===== config.mk =====
export PLATFORM = sky130hd
export DESIGN_NAME = pc_addr_unit_flat
export DESIGN_NICKNAME = d
export VERILOG_FILES = /design/src/rtl/pc_addr_unit_pkg.sv /design/src/rtl/pc_addr_unit_if.sv /design/src/rtl/pc_addr_unit.sv /design/src/flat_wrapper.sv
export SDC_FILE = /design/constraint.sdc
export NUM_CORES = 1
export LEC_CHECK = 0
export ABC_AREA = 1
export CAP_MARGIN = 15
export CELL_PAD_IN_SITES_DETAIL_PLACEMENT = 0
export CELL_PAD_IN_SITES_GLOBAL_PLACEMENT = 2
export CORE_AREA = 2 2 85 168
export CTS_BUF_LIST = sky130_fd_sc_hd__clkbuf_2
export DETAILED_ROUTE_END_ITERATION = 8
export DIE_AREA = 0 0 87 170
export GPL_ROUTABILITY_DRIVEN = 0
export MAX_ROUTING_LAYER = met4
export PLACE_DENSITY = 0.78
export SLEW_MARGIN = 10
export SYNTH_ARGS = -nofsm -noshare
export SYNTH_HDL_FRONTEND = slang
export SYNTH_SLANG_ARGS = --single-unit

===== constraint.sdc =====
create_clock -name clk -period 1.7 [get_ports clk]
set_input_delay 0.34 -clock clk [delete_from_list [all_inputs] [get_ports clk]]
set_output_delay 0.34 -clock clk [all_outputs]
set_load 0.02 [all_outputs]

===== src/rtl/pc_addr_unit_pkg.sv =====
// Shared CPU constants: default datapath widths and the Lscntl address-select encoding
// used by both the control FSM and the PC/address unit.
package pc_addr_unit_pkg;

    localparam int unsigned CPU_DW = 16;
    localparam int unsigned CPU_AW = 16;

    // Lscntl encoding
    localparam logic ADDR_PC   = 1'b1;
    localparam logic ADDR_DATA = 1'b0;

endpackage


===== src/rtl/pc_addr_unit_if.sv =====
// Synchronous RAM port as seen from the CPU.
// The master drives address and write enable; the slave (RAM) returns read data.
interface pc_addr_unit_if
    import pc_addr_unit_pkg::*;
#(
    parameter int unsigned DW = CPU_DW,
    parameter int unsigned AW = CPU_AW
);

    logic [AW-1:0] mem_addr;
    logic          mem_we;
    logic [DW-1:0] mem_rdata;

    modport master (
        output mem_addr,
        output mem_we,
        input  mem_rdata
    );

    modport slave (
        input  mem_addr,
        input  mem_we,
        output mem_rdata
    );

endinterface


===== src/rtl/pc_addr_unit.sv =====
// Program counter, jump/link handling, RAM address select, instruction register and
// writeback bus mux for the small CPU datapath.
module pc_addr_unit
    import pc_addr_unit_pkg::*;
#(
    parameter int unsigned   DW       = CPU_DW,
    parameter int unsigned   AW       = CPU_AW,
    parameter logic [AW-1:0] RESET_PC = '0
) (
    input  logic          clk,
    input  logic          reset,
    input  logic          PCe,
    input  logic          Lscntl,
    input  logic          WE,
    input  logic          i_en,
    input  logic          npc_ctrl,
    input  logic          mem_pc_ctrl,
    input  logic          s_mem_to_bus,
    input  logic [AW-1:0] reg_addr,
    pc_addr_unit_if.master mem,
    output logic [DW-1:0] ir,
    output logic [AW-1:0] pc,
    output logic [DW-1:0] bus_out
);

    logic [AW-1:0] pc_q, pc_d;
    logic [AW-1:0] link_q, link_d;
    logic [AW-1:0] data_addr_q, data_addr_d;
    logic [DW-1:0] ir_q, ir_d;
    logic          jmp_hold_q, jmp_hold_d;
    logic [AW-1:0] pc_inc;

    assign pc_inc = pc_q + AW'(1);

    // A jump is issued as a PCe+npc_ctrl strobe followed by one trailing plain PCe strobe;
    // jmp_hold swallows that trailing strobe so the target is not skipped.
    always_comb begin
        pc_d        = pc_q;
        link_d      = link_q;
        jmp_hold_d  = jmp_hold_q;
        data_addr_d = data_addr_q;
        ir_d        = ir_q;

        if (PCe) begin
            if (npc_ctrl) begin
                pc_d       = reg_addr;
                link_d     = pc_inc;
                jmp_hold_d = 1'b1;
            end else if (jmp_hold_q) begin
                jmp_hold_d = 1'b0;
            end else begin
                pc_d = pc_inc;
            end
        end

        if (Lscntl == ADDR_DATA) begin
            data_addr_d = reg_addr;
        end

        if (i_en) begin
            ir_d = mem.mem_rdata;
        end
    end

    always_ff @(posedge clk) begin
        if (reset) begin
            pc_q        <= RESET_PC;
            link_q      <= '0;
            jmp_hold_q  <= 1'b0;
            data_addr_q <= '0;
            ir_q        <= '0;
        end else begin
            pc_q        <= pc_d;
            link_q      <= link_d;
            jmp_hold_q  <= jmp_hold_d;
            data_addr_q <= data_addr_d;
            ir_q        <= ir_d;
        end
    end

    // Writes hold the address latched while Lscntl was low, so a store spanning
    // the Lscntl 0->1 transition keeps pointing at the same word.
    always_comb begin
        if (Lscntl == ADDR_DATA) begin
            mem.mem_addr = reg_addr;
        end else if (WE) begin
            mem.mem_addr = data_addr_q;
        end else begin
            mem.mem_addr = pc_q;
        end
    end

    assign mem.mem_we = WE;

    always_comb begin
        if (mem_pc_ctrl) begin
            bus_out = DW'(link_q);
        end else if (s_mem_to_bus) begin
            bus_out = mem.mem_rdata;
        end else begin
            bus_out = '0;
        end
    end

    assign ir = ir_q;
    assign pc = pc_q;

endmodule


===== src/flat_wrapper.sv =====
// flat-port wrapper written by rule: the top's interface ports become plain ports
module pc_addr_unit_flat import pc_addr_unit_pkg::*;
#(
    parameter int unsigned   DW       = CPU_DW,
    parameter int unsigned   AW       = CPU_AW,
    parameter logic [AW-1:0] RESET_PC = '0
)
  (clk, reset, PCe, Lscntl, WE, i_en, npc_ctrl, mem_pc_ctrl, s_mem_to_bus, reg_addr, ir, pc, bus_out, mem_mem_addr, mem_mem_we, mem_mem_rdata);
  pc_addr_unit_if #(.DW(DW), .AW(AW)) mem_i ();
  input  logic clk;
  input  logic reset;
  input  logic PCe;
  input  logic Lscntl;
  input  logic WE;
  input  logic i_en;
  input  logic npc_ctrl;
  input  logic mem_pc_ctrl;
  input  logic s_mem_to_bus;
  input  logic [AW-1:0] reg_addr;
  output logic [DW-1:0] ir;
  output logic [AW-1:0] pc;
  output logic [DW-1:0] bus_out;
  output wire logic [$bits(mem_i.mem_addr)-1:0] mem_mem_addr;
  output wire logic [$bits(mem_i.mem_we)-1:0] mem_mem_we;
  input wire logic [$bits(mem_i.mem_rdata)-1:0] mem_mem_rdata;
  assign mem_mem_addr = mem_i.mem_addr;
  assign mem_mem_we = mem_i.mem_we;
  assign mem_i.mem_rdata = mem_mem_rdata;
  pc_addr_unit #(.DW(DW), .AW(AW), .RESET_PC(RESET_PC)) u_core (.clk(clk), .reset(reset), .PCe(PCe), .Lscntl(Lscntl), .WE(WE), .i_en(i_en), .npc_ctrl(npc_ctrl), .mem_pc_ctrl(mem_pc_ctrl), .s_mem_to_bus(s_mem_to_bus), .reg_addr(reg_addr), .mem(mem_i), .ir(ir), .pc(pc), .bus_out(bus_out));
endmodule

==> flow_summary.toml <==
# implementation run metrics
[status]
status = "complete, no violations"

[placement]
place_inst = 795
place_ws_ns = -0.7582

[yosys]
logic_family = "AND-OR/OR-AND gates"
ys_seq_share_pct = 39.32
synth-simple-area-share_pct = 24.54
edf_count = 0
synth_flops = 65
syn_inst = 488
ys_types = 30
synth_top_area_share_pct = 39.32
common_cells = "nand2_1 (89), o21ai_0 (87), dfxtp_1 (65), nor2_1 (59), a21oi_1 (48)"
aoi_share_pct = 24.69
mux_share_pct = 0

[critical_path]
cp.arrival_ns = 1.32
cp_max_fo = 16
critical_path_required_ns = 1.36
crit_family = "buffers and inverters"
worstSetupPathDepth = 6
start_kind = "input port"
r2r_end = "u_core.pc[7]$_SDFFE_PP0P_"
worst_setup_path_end_kind = "output port"
crit_path_start = "WE"
path_buffers = 4
cp_slowest_cell = "clkdlybuf4s15_1"
worst-setup-path-type = "in -> out"

[global_routing]
grt.busiest_layer = "met2"
gr-total-overflow = 0
use_met3_pct = 3.104

[sta]
tightestPinTransition_ns = 0.5331
finalClockPeriodUsage_pct = 97.61
period_minus_slack_ns = 1.659
finalHoldViolations = 0
tns_ns = 0

[finish]
layout.cells.non_filler = 814
drive_gt1_share_pct = 32.52
layout.cells.most_common = "buf_4"
area_delta_synth_final_pct = 55.69
fin_util_pct = 38.34
nNetsFinal = 695
nFillCells = 1493

[floorplanning]
dieArea_um2 = 14790
fp.dieW_um = 87
initCoreUtil_pct = 24.63
placementRows = 60

[clock_network]
cts_tree = "built"
clkLatencyLatePin_ns = 0.55
htreeDepth = 3
clkTransAtPathRegs_ns = 0.21
cts_root_buf = "clkbuf_2"

[worst_hold_path]
worstHoldStart = "mem_mem_rdata[10]"
holdPathStages = 3
worstHoldPathType = "in -> reg"

[drt]
first_pass_iters = 4
drt_iter0_markers = 137
drtAntennaViolNets = 0
routedLengthMet1_mm = 4.330
dr_wl_met3_um = 430
highest_layer = "met4"
vias = 3759
route.met2.wl_mm = 6.785

[power_and_ir_drop]
p_total_mw = 3.910
ir_drop_mv = 0.3580

[job]
stage_log_warnings = 28
power breakdown:
group          internal, mW  switching [mW]  leakage [nW]
registers              1.64          0.0552         0.547
clock network         0.471           0.595        0.0768
logic                 0.511           0.636          1.76
sequential cells by signal (all words and copies together), names as in the netlist:
signal              flops
u_core.data_addr_q     16
u_core.ir              16
u_core.jmp_hold_q       1
u_core.link_q          16
u_core.pc              16
cell type report:
| type | count | area [µm²] | area share (%) |
|---|---|---|---|
| clock buffer | 9 | 45.04 | 0.8742 |
| antenna | 1 | 2.502 | 0.04857 |
| sequential | 65 | 1335 | 25.91 |
| tap | 155 | 193.9 | 3.764 |
| multi-input combinational | 350 | 1792 | 34.77 |
| timing repair buffer | 180 | 1519 | 29.48 |
| inverter | 47 | 180.2 | 3.497 |
| clock inverter | 7 | 85.08 | 1.651 |
Figure 1. Signal wires on met3.
Bar = 20 µm.
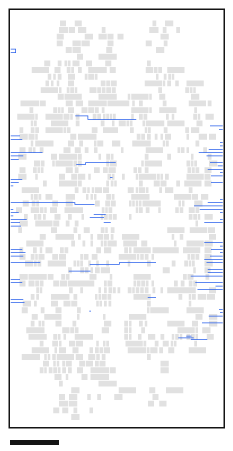
The layer carries 430 µm of wire. 65 nets have wire on it. The wires run mostly horizontal. The layer holds 3.7% of the routed length. The longest straight run is 26.0 µm.

Figure 2. Congestion heat map.
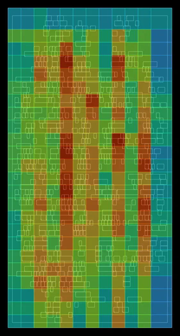
GRT met2 Usage: 32.33%
Total GRT Usage: 17.03%

Figure 3. Met1 routing.
Bar = 20 µm.
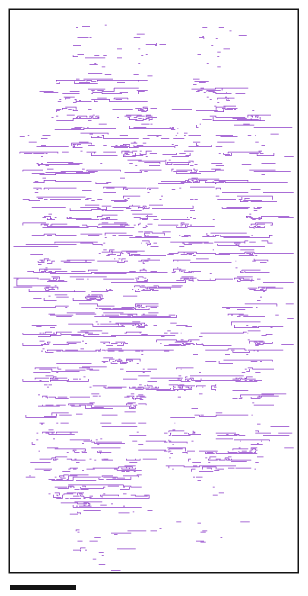
The layer holds 37% of the routed length. The layer carries 4330 µm of wire. The longest straight run is 23.0 µm.

No activity file was given, so power comes from the tool's default toggle rates.
